File: config.mk
export PLATFORM = sky130hd
export DESIGN_NAME = sal_pb_refresh_sched
export DESIGN_NICKNAME = d
export VERILOG_FILES = /design/src/rtl/sal_pb_refresh_sched_pkg.sv /design/src/rtl/sal_pb_refresh_sched_timer.sv /design/src/rtl/sal_pb_refresh_sched.sv
export SDC_FILE = /design/constraint.sdc
export NUM_CORES = 1
export LEC_CHECK = 0
export CAP_MARGIN = 20
export CORE_MARGIN = 3
export CORE_UTILIZATION = 28
export DETAILED_ROUTE_END_ITERATION = 10
export SYNTH_ARGS = -nofsm -noshare
export SYNTH_HDL_FRONTEND = slang
export SYNTH_SLANG_ARGS = --single-unit
File: constraint.sdc
create_clock -name clk -period 5.09 [get_ports clk]
set_input_delay 1.018 -clock clk [delete_from_list [all_inputs] [get_ports clk]]
set_output_delay 1.018 -clock clk [all_outputs]
set_load 0.05 [all_outputs]
File: src/rtl/sal_pb_refresh_sched_pkg.sv
// Shared constants and types for the SAL per-bank refresh scheduler.
package sal_pb_refresh_sched_pkg;
  localparam int NUM_BANKS_DEF    = 16;
  localparam int MAX_POSTPONE_DEF = 8;

  typedef enum logic [1:0] {IDLE, REQ, GAP} ref_fsm_t;
endpackage

File: src/rtl/sal_pb_refresh_sched_timer.sv
// Refresh interval timer: free-running up-counter that pulses tick_o once per trefi_i cycles.
module sal_ref_interval_timer #(
  parameter int TREFI_W = 16
) (
  input  logic               clk,
  input  logic               rst,
  input  logic               enable_i,
  input  logic [TREFI_W-1:0] trefi_i,
  output logic               tick_o
);
  logic [TREFI_W-1:0] count;
  logic               run;

  // >= rather than == so a shrinking trefi_i takes effect without waiting for a wrap
  assign run    = enable_i && (trefi_i != '0);
  assign tick_o = run && (count >= trefi_i - TREFI_W'(1));

  always_ff @(posedge clk or posedge rst) begin
    if (rst)      count <= '0;
    else if (run) count <= tick_o ? '0 : count + TREFI_W'(1);
  end
endmodule

File: src/rtl/sal_pb_refresh_sched.sv
// Per-bank refresh scheduler: accrues refresh debt from the interval timer and
// hands it out round-robin over per-bank ref_req/ref_gnt handshakes.
module sal_pb_refresh_sched
  import sal_pb_refresh_sched_pkg::*;
#(
  parameter int NUM_BANKS    = NUM_BANKS_DEF,
  parameter int TREFI_W      = 16,
  parameter int MAX_POSTPONE = MAX_POSTPONE_DEF,
  localparam int DW = $clog2(MAX_POSTPONE + 1),
  localparam int PW = $clog2(NUM_BANKS)
) (
  input  logic                 clk,
  input  logic                 rst,
  input  logic                 enable_i,
  input  logic [TREFI_W-1:0]   trefi_i,
  output logic [NUM_BANKS-1:0] ref_req_o,
  input  logic [NUM_BANKS-1:0] ref_gnt_i,
  output logic                 urgent_o,
  output logic [DW-1:0]        debt_o,
  output logic                 overflow_o,
  output logic                 idle_o
);
  ref_fsm_t      state, state_nx;
  logic [PW-1:0] ptr, ptr_nx;
  logic [DW-1:0] debt, debt_nx;
  logic          tick, grant_ok, ovf_set;

  sal_ref_interval_timer #(.TREFI_W(TREFI_W)) u_timer (
    .clk      (clk),
    .rst      (rst),
    .enable_i (enable_i),
    .trefi_i  (trefi_i),
    .tick_o   (tick)
  );

  assign grant_ok = (state == REQ) && ref_gnt_i[ptr];
  assign debt_o   = debt;

  always_comb begin
    debt_nx  = debt;
    ovf_set  = 1'b0;
    state_nx = state;
    ptr_nx   = ptr;
    // A tick arriving at full debt is dropped and remembered in overflow_o
    if (tick && !grant_ok) begin
      if (debt == DW'(MAX_POSTPONE)) ovf_set = 1'b1;
      else                           debt_nx = debt + DW'(1);
    end else if (grant_ok && !tick) begin
      debt_nx = debt - DW'(1);
    end
    case (state)
      IDLE: if (debt != '0) state_nx = REQ;
      REQ: if (grant_ok) begin
        state_nx = GAP;
        ptr_nx   = (ptr == PW'(NUM_BANKS - 1)) ? '0 : ptr + PW'(1);
      end
      GAP:     state_nx = IDLE;
      default: state_nx = IDLE;
    endcase
  end

  always_ff @(posedge clk or posedge rst) begin
    if (rst) begin
      state      <= IDLE;
      ptr        <= '0;
      debt       <= '0;
      ref_req_o  <= '0;
      urgent_o   <= 1'b0;
      overflow_o <= 1'b0;
      idle_o     <= 1'b1;
    end else begin
      state      <= state_nx;
      ptr        <= ptr_nx;
      debt       <= debt_nx;
      ref_req_o  <= (state_nx == REQ) ? (NUM_BANKS'(1) << ptr_nx) : '0;
      urgent_o   <= (debt_nx >= DW'(MAX_POSTPONE));
      overflow_o <= overflow_o | ovf_set;
      idle_o     <= (debt_nx == '0) && (state_nx == IDLE);
    end
  end
endmodule

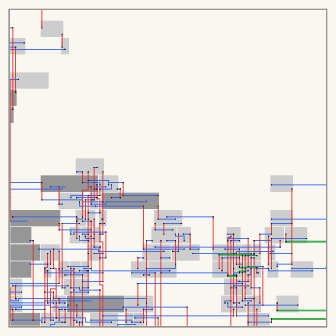
run_1/detail.png
Region (55, 55) to (105, 105) um. Cells in grey, sequential cells in the stronger grey; small squares are vias.
[metal 1] blue
[metal 2] red
[metal 3] green
netlist names of flops here include: u_timer.count (6)
most frequent: ha_1 (8), clkdlybuf4s50_1 (8)
sequential cells in the window: 6
cells with their middle in the window: 67

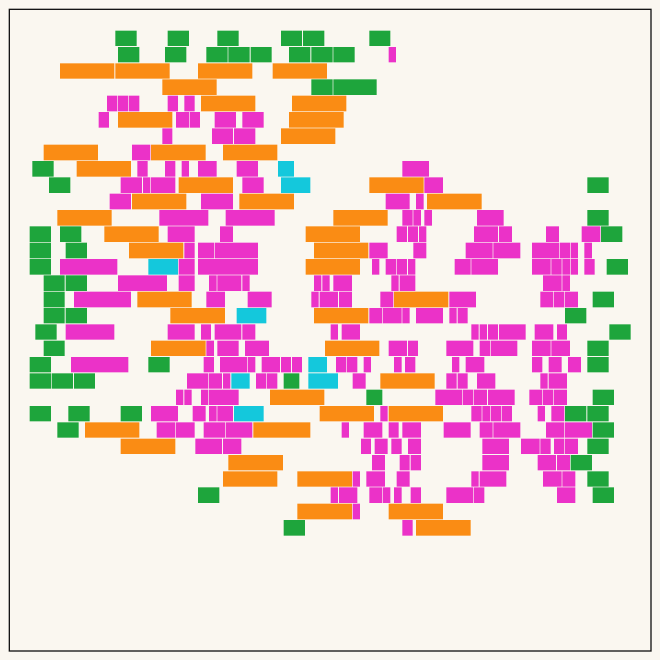
run_1/placement_by_type.png
(6 px per um)
[flops] orange | cells: 45 | share of their area: 32%
[clock drivers and dummy loads] cyan | cells: 8 | share of their area: 2.7%
[combinational and other logic] magenta | cells: 220 | share of their area: 48%
[other buffers and delay cells] green | cells: 60 | share of their area: 17%

==> flow.log, run 1 <==
[report] extracting results
INFO  metric worstMarginPinSlew = 0.738 ns
INFO  metric hpwl = 4680 um
INFO  metric hold_viol_final = 0
INFO  metric ioPinCount = 58
INFO  metric grt_start_max_net_pins = 46
INFO  metric clkPwrFrac = 12.3%
INFO  metric n_tap_cell = 133
INFO  metric grt.overflow.total = 0
INFO  metric synth.most_common_cell = sky130_fd_sc_hd__dfrtp_1
INFO  metric largest_class = combinational gates
INFO  metric totalWireLength = 6120 um
INFO  metric gr-usage-all-layers = 11.2%
INFO  metric final_period_minus_worst_setup_slack = 4.62 ns
INFO  metric endpoint_arrival_time_on_the_critical_path = 4.83 ns
INFO  metric placed_cells = 457
INFO  metric final-instance-count-excl-fill = 466
INFO  metric crit_type = in2reg
INFO  metric worst-r2r-setup-slack = 2.21 ns
INFO  metric nonClkBufAreaFrac = 16.4%
INFO  metric inverter_count = 15
INFO  metric post_synth_and_or_nand_nor_area_fraction = 22.3%
INFO  metric final.hold.worst_slack = 0.497 ns
INFO  metric post_cts_resize_count = 0
INFO  metric ys_top_logic_family = simple AND/OR/NAND/NOR gates
INFO  metric async_reset_ff_share = 100%
INFO  metric routedLengthMet1 = 3020 um
INFO  metric avgSynthCellArea = 10.6 sq um
INFO  metric synthDistinctLibCells = 53
INFO  metric routed-via-count = 2,185
INFO  metric path_clk_slew = 0.08 ns
INFO  metric timing.final.crit_share = 90.7%
INFO  metric synthToLayoutAreaGrowth = 30.0%
INFO  metric reg2reg_from = ptr[2]
INFO  metric report.final.slew_viol_count = 0
INFO  metric detail_route.drc_violations = 0
INFO  metric fp-row-count = 36
INFO  metric layout_top_registers = ref_req_o: 16 flops, u_timer.count: 16 flops
INFO  metric warnings = 28
INFO  metric comb.multi_input.count = 205
INFO  metric post_route_cells_drive_above_1_share = 12.9%
INFO  metric antenna_cells_inserted = 0
INFO  metric post_drt_via_cell_ratio = 4.69
INFO  metric p_int = 963 uW
INFO  metric cts_htree_levels = 2
INFO  metric top_cells_by_count = 44 x sky130_fd_sc_hd__dfrtp_1, 22 x sky130_fd_sc_hd__ha_1, 21 x sky130_fd_sc_hd__nor2_1
INFO  metric flop_area = 0.00113 sq mm
INFO  metric timing.critical_path.cells = clkdlybuf4s50_1 > nor2_1 > nand3_1 > or3_1 > nor3_1 > nand2_1 > xor2_1 > ha_1 > nand4_1 > nor3_1 > o2111ai_1 > a31oi_2 > mux2i_2 > xnor2_1 > nor4_2
INFO  metric crit_required = 5.30 ns
INFO  metric switching_share = 48.3%
INFO  metric critical_path.startpoint_type = input pin
INFO  metric min_setup_slack_post_route = 0.472 ns
INFO  metric synth_area_leader_cell = sky130_fd_sc_hd__dfrtp_1
INFO  metric adder_share = 9.69%
INFO  metric critical_path.endpoint_type = register
INFO  metric critPathTopFamily = simple AND/OR/NAND/NOR gates
INFO  metric post_synth_ao_oa_area_fraction = 8.55%
INFO  metric worst-r2r-cell-count = 8
INFO  metric syn_area = 0.00284 sq mm
INFO  metric grtUsageMet2 = 17.6%
INFO  metric run_status = finished, final reports clean
INFO  metric grt_pass1_wl = 10,500 um
INFO  metric worstReg2RegEnd = ref_req_o[10]
INFO  metric post_synth_xor_area_fraction = 8.68%
INFO  metric place_worst_setup_slack = 0.182 ns
INFO  metric synthesis.nets = 325
INFO  metric timing.critical_path.depth = 15
INFO  metric number_of_nets_still_failing_antenna_checks_after_routing = 0
INFO  metric total_power = 1.86 mW
INFO  metric cp_max_fo = 7
INFO  metric fp.coreArea = 0.00982 sq mm
INFO  metric maxPowerGroup = combinational logic
INFO  metric maxUsedRoutingLayer = met4
INFO  metric wl_met2 = 2740 um
INFO  metric ys_chip_area = 0.00284 sq mm
INFO  metric critical_path_buf_inv_count = 1
INFO  metric timing.max_cap.violations = 0
INFO  metric syn_inst = 268
INFO  metric grt_most_used_layer = met2
INFO  metric worstHoldEndpoint = overflow_o
INFO  metric grt_setup_unrepaired = no
INFO  metric cts_setup_buffers = 0
INFO  metric synth_seq_share = 39.7%
INFO  metric combinationalPowerShare = 56.3%
INFO  metric pwr.group.sequential = 585 uW
INFO  metric share_of_synthesized_area_spent_on_multiplexers = 7.89%
INFO  metric grt_pass1_vias = 2,242
INFO  metric comb_share = 44.1%
INFO  metric p_seq_share = 31.4%
INFO  metric final_util = 37.6%
INFO  metric totalNegativeSetupSlack = 0 ns
INFO  metric combGateArea = 0.00163 sq mm
INFO  metric min_path_type = reg2reg
INFO  metric netlist_top_cells_area = sky130_fd_sc_hd__dfrtp_1 39%, sky130_fd_sc_hd__ha_1 9.7%, sky130_fd_sc_hd__xnor2_1 4.6%, sky130_fd_sc_hd__xor2_1 3.1%, sky130_fd_sc_hd__nor3_1 2.8%
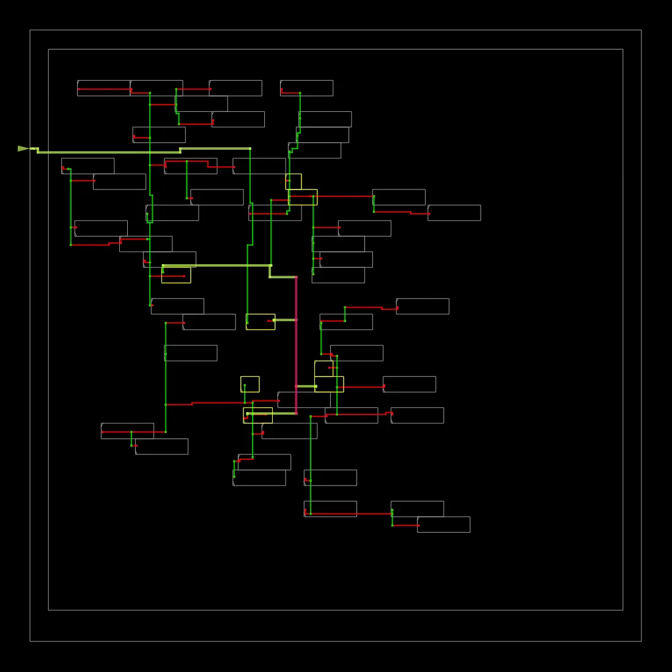
run_1/clocks.png
number of clock sinks seen by CTS: 45
tally of clock buffers in the finished layout: 5
number of sequential storage elements: 45
power in the clock group: 229 uW
total clock buffers created by CTS: 5

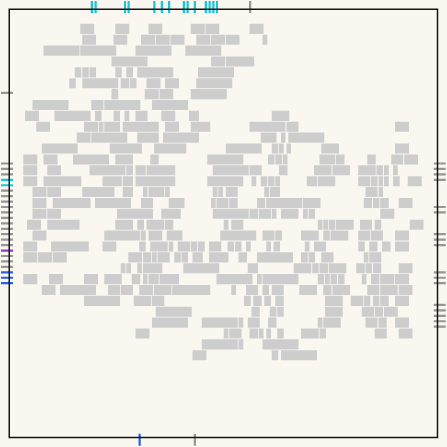
run_1/io_placement.png
(4 px per um) Pins as bars across the die edge, other pins in grey.
[debt_o] blue | pins: 4 | direction: output | edge: 3 left, 1 bottom
[ref_req_o] cyan | pins: 16 | direction: output | edge: 14 top, 2 left
[overflow_o] purple | pins: 1 | direction: output | edge: left
Port Buffer Count: 57
horizontal die size: 107 um

[run 1: cell usage in the layout, fill, tap and decap left out, drive strengths merged, types with 2 or more instances in the layout]
| master | count |
|---|---|
| xnor2 | 15 |
| ha | 22 |
| and2 | 2 |
| o21ai | 11 |
| and3 | 2 |
| nor2 | 21 |
| a31oi | 2 |
| nor3 | 24 |
| nand3 | 13 |
| o2bb2ai | 2 |
| or3 | 7 |
| dfrtp | 44 |
| mux2i | 6 |
| buf | 3 |
| nand2b | 3 |
| nor2b | 4 |
| xor2 | 11 |
| nor4 | 7 |
| mux4 | 5 |
| clkbuf | 5 |
| nand4 | 5 |
| nand2 | 15 |
| inv | 16 |
| a21oi | 12 |
| clkdlybuf4s50 | 57 |
--- run 2 (diff from run 1) ---
CELL_PAD_IN_SITES_DETAIL_PLACEMENT = 0   (was not set)
CELL_PAD_IN_SITES_GLOBAL_PLACEMENT = 1   (was not set)
PLACE_DENSITY_LB_ADDON = 0.1   (was not set)
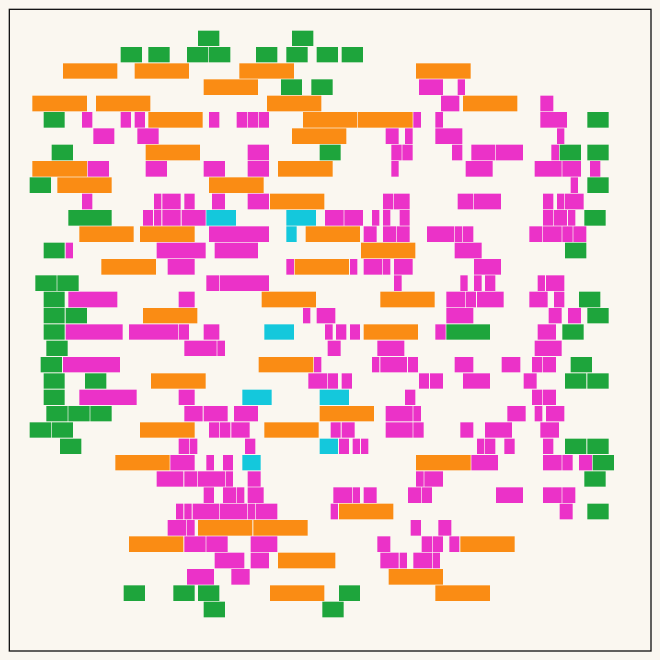
run_2/placement_by_type.png
(6 px per um)
[combinational and other logic] magenta | cells: 220 | share of their area: 48%
[clock drivers and dummy loads] cyan | cells: 8 | share of their area: 2.6%
[other buffers and delay cells] green | cells: 59 | share of their area: 17%
[flops] orange | cells: 45 | share of their area: 32%
Finished Cell Area: 0.00370 sq mm
sequential fraction of total cell area: 30.5%
area inside the core boundary: 0.00982 sq mm
Cell Rows: 36
Finished Core Util: 37.6%

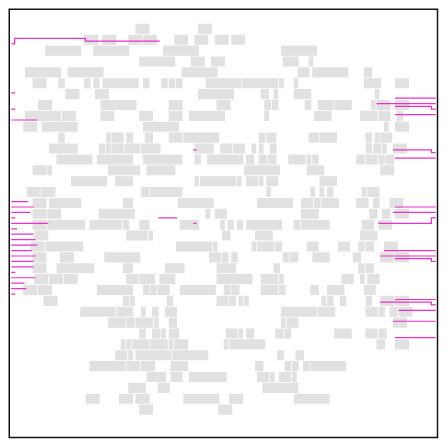
run_2/layer_met3.png
(4 px per um)
main direction: horizontal
share of all routed wire: 5.1%
nets with wire on the layer: 40
detailed-route wire length: 6240 um
GRT met3 Usage: 2.83%
total via count in the routed design: 2,126

==> run 2 against run 1 <==
  * Final cell count is 0.21% lower
  * Critical path type unchanged
  * Largest cell class unchanged
  * Synthesized area stayed put
  * Sequential power is 1% lower
==> flow.log, run 2 <==
[report] extracting results
INFO  metric placement.cell_area = 0.00358 sq mm
INFO  metric grt_most_used_layer = met2
INFO  metric worstReg2RegEnd = ref_req_o[9]
INFO  metric async_reset_ff_share = 100%
INFO  metric totalNegativeSetupSlack = 0 ns
INFO  metric hpwl = 4730 um
INFO  metric maxUsedRoutingLayer = met4
INFO  metric worst-r2r-cell-count = 8
INFO  metric grt.met1_usage = 15.2%
INFO  metric min_path_type = reg2reg
INFO  metric max_freq = 220 MHz
INFO  metric cts_setup_buffers = 0
INFO  metric layout_top_cell = sky130_fd_sc_hd__clkdlybuf4s50_1
INFO  metric synthesis.nets = 325
INFO  metric place_worst_setup_slack = 0.223 ns
INFO  metric total_power = 1.85 mW
INFO  metric warnings = 28
INFO  metric share_of_synthesized_area_spent_on_multiplexers = 7.89%
INFO  metric grtUsageMet2 = 18.6%
INFO  metric synth_warnings = 0
INFO  metric hold_path_depth = 1
INFO  metric ioPinCount = 58
INFO  metric startpoint = trefi_i[2]
INFO  metric grt_start_max_net_pins = 46
INFO  metric post_route_cells_drive_above_1_share = 12.7%
INFO  metric post_synth_ao_oa_area_fraction = 8.55%
INFO  metric synth-edff-count = 0
INFO  metric floorplan.die.height = 107 um
INFO  metric critical_path.endpoint_type = register
INFO  metric netlist_top_cells_area = sky130_fd_sc_hd__dfrtp_1 39%, sky130_fd_sc_hd__ha_1 9.7%, sky130_fd_sc_hd__xnor2_1 4.6%, sky130_fd_sc_hd__xor2_1 3.1%, sky130_fd_sc_hd__nor3_1 2.8%
INFO  metric layout_top_registers = ref_req_o: 16 flops, u_timer.count: 16 flops
INFO  metric critical_path.startpoint_type = input pin
INFO  metric crit_type = in2reg
INFO  metric post_synth_and_or_nand_nor_area_fraction = 22.3%
INFO  metric placed_cells = 456
INFO  metric cts_htree_levels = 2
INFO  metric syn_inst = 268
INFO  metric min_setup_slack_post_route = 0.553 ns
INFO  metric cells_in_synth_stat_txt = 268
INFO  metric worstMarginPinSlew = 0.799 ns
INFO  metric synthDistinctLibCells = 53
INFO  metric first_iter_violations = 48
INFO  metric grt_setup_unrepaired = no
INFO  metric tritoncts.num_buffers = 5
INFO  metric post_synth_xor_area_fraction = 8.68%
INFO  metric total_leakage_power = 1.50 nW
INFO  metric crit_slowest_cell = sky130_fd_sc_hd__clkdlybuf4s50_1
INFO  metric detail_route.drc_violations = 0
INFO  metric powerDensity = 501 mW/mm^2
INFO  metric chipWidth = 107 um
INFO  metric synth_flops = 45
INFO  metric avgSynthCellArea = 10.6 sq um
INFO  metric grt.overflow.total = 0
INFO  metric final.fill_count = 1,024
INFO  metric worst-r2r-setup-slack = 2.19 ns
INFO  metric final-instance-count-excl-fill = 465
INFO  metric timing.max_cap.violations = 0
INFO  metric timing.final.crit_share = 89.1%
INFO  metric antenna_cells_inserted = 0
INFO  metric length_of_routed_met3_wiring = 319 um
INFO  metric endpoint_arrival_time_on_the_critical_path = 4.75 ns
INFO  metric timing.critical_path.cells = clkdlybuf4s50_1 > nor2_1 > nand3_1 > or3_1 > nor3_1 > nand2_1 > xor2_1 > ha_1 > nand4_1 > nor3_1 > o2111ai_1 > a31oi_2 > buf_12 > mux2i_2 > xnor2_1 > nor4_2
INFO  metric synthToLayoutAreaGrowth = 30.1%
INFO  metric final.hold.worst_slack = 0.487 ns
INFO  metric crit_required = 5.30 ns
INFO  metric routedLengthMet1 = 2930 um
INFO  metric grt_pass1_wl = 10,600 um
INFO  metric max_stage_delay = 0.45 ns
INFO  metric grt_pass1_vias = 2,242
INFO  metric post_drt_via_cell_ratio = 4.57
INFO  metric run_status = finished, final reports clean
INFO  metric dr_pass1_iterations = 4
INFO  metric cpMostUsedCell = sky130_fd_sc_hd__nor3_1
INFO  metric leading_cell_types_in_the_layout_fill_and_taps_excluded = 57 x sky130_fd_sc_hd__clkdlybuf4s50_1, 44 x sky130_fd_sc_hd__dfrtp_1, 22 x sky130_fd_sc_hd__ha_1, 21 x sky130_fd_sc_hd__nor2_1, 16 x sky130_fd_sc_hd__nor3_1
INFO  metric path_clk_slew = 0.09 ns
INFO  metric cts_hold_buf = 0
INFO  metric cp_max_fo = 23
INFO  metric worst_ir_drop_vdd = 232 uV
INFO  metric post_cts_resize_count = 0
INFO  metric hold_viol_final = 0
INFO  metric ys_top_logic_family = simple AND/OR/NAND/NOR gates
INFO  metric synth_area_leader_cell = sky130_fd_sc_hd__dfrtp_1
INFO  metric die_area = 0.0114 sq mm
INFO  metric cts_sinks = 45
INFO  metric number_of_nets_still_failing_antenna_checks_after_routing = 0
INFO  metric worst_slew_margin_rel = 46.3%
INFO  metric antenna_found_initial = 0
INFO  metric synth.most_common_cell = sky130_fd_sc_hd__dfrtp_1
INFO  metric report.final.slew_viol_count = 0
INFO  metric min_from = overflow_o
INFO  metric adder_share = 9.69%
INFO  metric timing.final.setup_violations = 0
INFO  metric port_buffers = 57
INFO  metric gr-usage-all-layers = 11.4%
INFO  metric fp-utilization = 28.9%
INFO  metric final_period_minus_worst_setup_slack = 4.54 ns
INFO  metric synth_seq_share = 39.7%
INFO  metric clock_tree.root_cell = sky130_fd_sc_hd__clkbuf_8
INFO  metric cts_max_path_buffers = 2
INFO  metric top_cells_by_count = 44 x sky130_fd_sc_hd__dfrtp_1, 22 x sky130_fd_sc_hd__ha_1, 21 x sky130_fd_sc_hd__nor2_1
INFO  metric final_wtd_congestion = 0.701
INFO  metric ys_chip_area = 0.00284 sq mm
INFO  metric reg2reg_from = ptr[2]
INFO  metric wl_met2 = 2930 um
INFO  metric worstHoldEndpoint = overflow_o
INFO  metric syn_area = 0.00284 sq mm
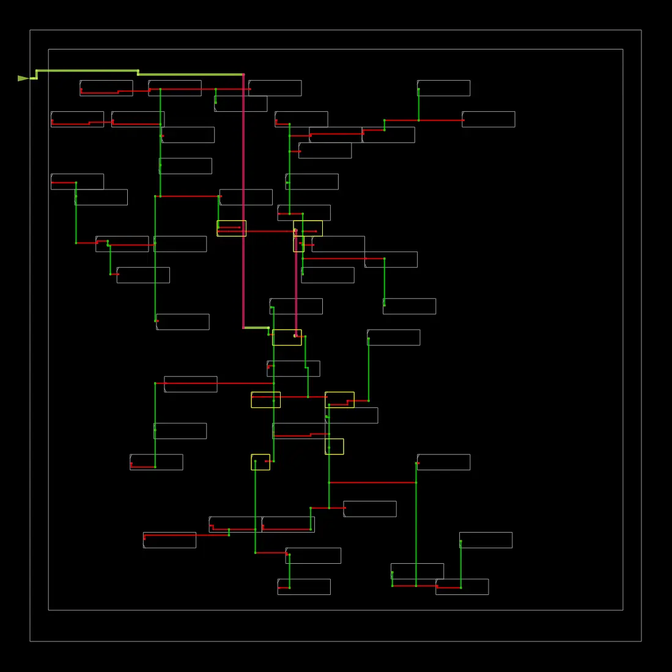
run_2/clocks.png
clock latency on the worst-skew pair: 0.29 ns
power in the clock group: 227 uW
worst clock skew on the final layout: 0.0108 ns

-- run 2: cell type report --
type	count	area [sq um]	share of cell area, %
multi-input combinational	205	1630	44.1
sequential	45	1130	30.5
timing repair buffer	59	611	16.5
tap	133	166	4.50
inverter	15	71.3	1.93
clock buffer	5	68.8	1.86
clock inverter	3	22.5	0.609
-- run 2: critical path: cells and delay by family --
kind                     cells  cell delay, ns
AND-OR/OR-AND                2            0.49
XOR/XNOR                     2            0.28
multiplexers                 1            0.27
buffers and inverters        2            0.65
adder cells (fa/ha/maj)      1            0.29
AND/OR/NAND/NOR              8            1.74
-- run 2: report_power, final --
part / internal [mW] / switching (mW)
registers: 0.463 / 0.115
clock network: 0.0976 / 0.130
logic: 0.400 / 0.644
--- run 3 (diff from run 2) ---
CORE_MARGIN = not set   (was 3)
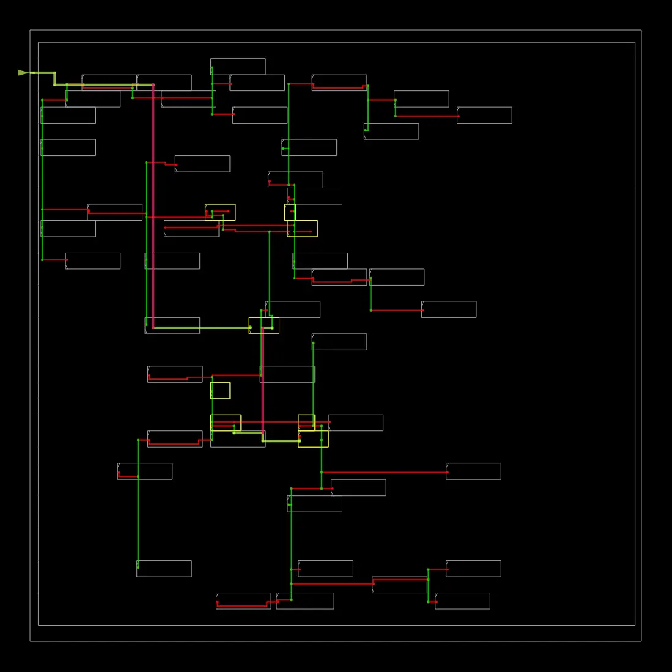
run_3/clocks.png
clock latency on the worst-skew pair: 0.30 ns
worst clock skew on the final layout: 0.00823 ns
power in the clock group: 228 uW

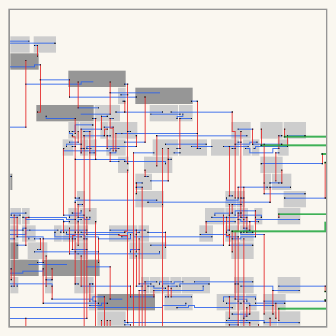
run_3/detail.png
Region (52, 52) to (102, 102) um. Cells in grey, sequential cells in the stronger grey; small squares are vias.
[metal 2] red
[metal 1] blue
[metal 3] green
sequential cells in the window: 5
cells with their middle in the window: 83
netlist names of flops here include: u_timer.count (5)
most frequent: clkdlybuf4s50_1 (11), nor2_1 (10), ha_1 (10)

==> run 3 against run 2 <==
  * Routed wire length rose by 0.53%
  * Synthesized cell count did not move
  * Global-route usage rose by 1.4 points
  * Critical path depth did not move
  * Sequential power barely moved
  * Critical path type unchanged
  * Highest routed layer unchanged
==> flow.log, run 3 <==
[report] extracting results
INFO  metric run_status = finished, final reports clean
INFO  metric final_period_minus_worst_setup_slack = 4.57 ns
INFO  metric post_route_cells_drive_above_1_share = 12.7%
INFO  metric number_of_nets_still_failing_antenna_checks_after_routing = 0
INFO  metric total_power = 1.86 mW
INFO  metric wl_met2 = 2930 um
INFO  metric ys_chip_area = 0.00284 sq mm
INFO  metric synth_seq_share = 39.7%
INFO  metric ys_top_logic_family = simple AND/OR/NAND/NOR gates
INFO  metric adder_share = 9.69%
INFO  metric crit_slowest_cell = sky130_fd_sc_hd__clkdlybuf4s50_1
INFO  metric powerDensity = 503 mW/mm^2
INFO  metric combinationalPowerShare = 56.5%
INFO  metric timing.final.crit_share = 89.8%
INFO  metric final.hold.worst_slack = 0.470 ns
INFO  metric top_cells_by_count = 44 x sky130_fd_sc_hd__dfrtp_1, 22 x sky130_fd_sc_hd__ha_1, 21 x sky130_fd_sc_hd__nor2_1
INFO  metric post_cts_resize_count = 0
INFO  metric post_synth_xor_area_fraction = 8.68%
INFO  metric ioPinCount = 58
INFO  metric power.net_switching = 896 uW
INFO  metric post_drt_via_cell_ratio = 4.61
INFO  metric placed_cells = 456
INFO  metric grt.met1_usage = 17.1%
INFO  metric worst_slew_margin_rel = 48.8%
INFO  metric cts_hold_buf = 0
INFO  metric leading_cell_types_in_the_layout_fill_and_taps_excluded = 57 x sky130_fd_sc_hd__clkdlybuf4s50_1, 44 x sky130_fd_sc_hd__dfrtp_1, 22 x sky130_fd_sc_hd__ha_1, 21 x sky130_fd_sc_hd__nor2_1, 16 x sky130_fd_sc_hd__nor3_1
INFO  metric grt_start_max_net_pins = 46
INFO  metric endpoint_arrival_time_on_the_critical_path = 4.78 ns
INFO  metric hpwl = 4740 um
INFO  metric grt.overflow.total = 0
INFO  metric grt_setup_unrepaired = no
INFO  metric maxPowerGroup = combinational logic
INFO  metric hold_viol_final = 0
INFO  metric report.final.slew_viol_count = 0
INFO  metric port_buffers = 57
INFO  metric place_worst_setup_slack = 0.199 ns
INFO  metric cts_max_path_buffers = 2
INFO  metric floorplan.die.height = 103 um
INFO  metric fp.coreArea = 0.00982 sq mm
INFO  metric critPathTopFamily = simple AND/OR/NAND/NOR gates
INFO  metric timing.critical_path.cells = clkdlybuf4s50_1 > nor2_1 > nand3_1 > or3_1 > nor3_1 > nand2_1 > xor2_1 > ha_1 > nand4_1 > nor3_1 > o2111ai_1 > a31oi_2 > buf_12 > mux2i_2 > xnor2_1 > nor4_2
INFO  metric clkPwrFrac = 12.3%
INFO  metric synth_area_leader_cell = sky130_fd_sc_hd__dfrtp_1
INFO  metric cts_htree_levels = 2
INFO  metric synthToLayoutAreaGrowth = 30.1%
INFO  metric synth-edff-count = 0
INFO  metric worst_ir_drop_vdd = 357 uV
INFO  metric timing.max_cap.violations = 0
INFO  metric gr-usage-all-layers = 12.8%
INFO  metric netlist_top_cells_area = sky130_fd_sc_hd__dfrtp_1 39%, sky130_fd_sc_hd__ha_1 9.7%, sky130_fd_sc_hd__xnor2_1 4.6%, sky130_fd_sc_hd__xor2_1 3.1%, sky130_fd_sc_hd__nor3_1 2.8%
INFO  metric chipWidth = 103 um
INFO  metric powerComb = 1.05 mW
INFO  metric critical_path.startpoint_type = input pin
INFO  metric critical_path_buf_inv_count = 2
INFO  metric grt_pass1_vias = 2,126
INFO  metric placement.cell_area = 0.00358 sq mm
INFO  metric cpMostUsedCell = sky130_fd_sc_hd__nor3_1
INFO  metric fp-utilization = 28.9%
INFO  metric grt_pass1_wl = 10,300 um
INFO  metric final-instance-count-excl-fill = 465
INFO  metric die_area = 0.0106 sq mm
INFO  metric dr_pass1_iterations = 4
INFO  metric final.fill_count = 1,040
INFO  metric fp-row-count = 36
INFO  metric totalNegativeSetupSlack = 0 ns
INFO  metric syn_area = 0.00284 sq mm
INFO  metric final_util = 37.6%
INFO  metric antenna_cells_inserted = 0
INFO  metric max_freq = 219 MHz
INFO  metric cts_setup_buffers = 0
INFO  metric avgSynthCellArea = 10.6 sq um
INFO  metric grtUsageMet2 = 21.0%
INFO  metric post_synth_ao_oa_area_fraction = 8.55%
INFO  metric final_wtd_congestion = 0.730
INFO  metric critical_path.endpoint_type = register
INFO  metric p_seq_share = 31.3%
INFO  metric p_int = 961 uW
INFO  metric clock_tree.root_cell = sky130_fd_sc_hd__clkbuf_8
INFO  metric pwr.group.sequential = 580 uW
INFO  metric synth_flops = 45
INFO  metric synth_warnings = 0
INFO  metric async_reset_ff_share = 100%
INFO  metric share_of_synthesized_area_spent_on_multiplexers = 7.89%
INFO  metric postLayoutCellArea = 0.00369 sq mm
INFO  metric switching_share = 48.2%
INFO  metric crit_required = 5.30 ns
INFO  metric routedLengthMet1 = 3050 um
INFO  metric first_iter_violations = 36
INFO  metric detail_route.drc_violations = 0
INFO  metric path_clk_slew = 0.09 ns
INFO  metric min_path_type = reg2reg
INFO  metric layout_top_registers = ref_req_o: 16 flops, u_timer.count: 16 flops
INFO  metric syn_inst = 268
INFO  metric total_leakage_power = 1.50 nW
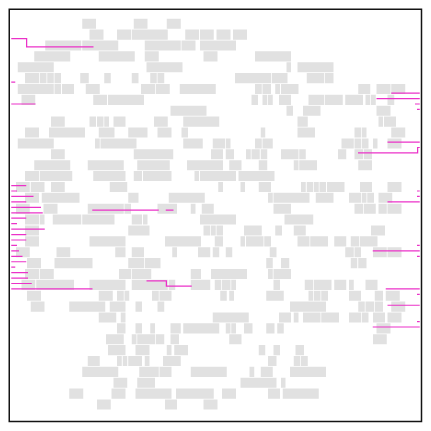
run_3/layer_met3.png
(4 px per um)
main direction: horizontal
longest straight run: 20.0 um
wire length on this layer: 241 um
nets with wire on the layer: 41
share of all routed wire: 3.8%
total via count in the routed design: 2,145
detailed-route wire length: 6280 um
GRT met3 Usage: 2.24%

==> run 3: worst paths after layout <==
check | from | end | slack, ns | cells past startpoint
min in group asynchronous | rst | ref_req_o[7] | 0.97 | 2
max reg2reg | ptr[2] | ref_req_o[8] | 2.18 | 7
min | overflow_o | overflow_o | 0.47 | 1
max in group asynchronous | rst | idle_o | 3.59 | 3
min reg2reg | overflow_o | overflow_o | 0.47 | 1
max | trefi_i[2] | idle_o | 0.52 | 16
==> run 3: cell type report <==
cell class	instances	area [sq um]	area share, %
Clock buffer	5	68.8	1.86
Clock inverter	3	21.3	0.576
Inverter	15	71.3	1.93
Multi-Input combinational cell	205	1630	44.1
Sequential cell	45	1130	30.5
Tap cell	133	166	4.50
Timing Repair Buffer	59	611	16.5
Power and IR drop assume default switching activity.
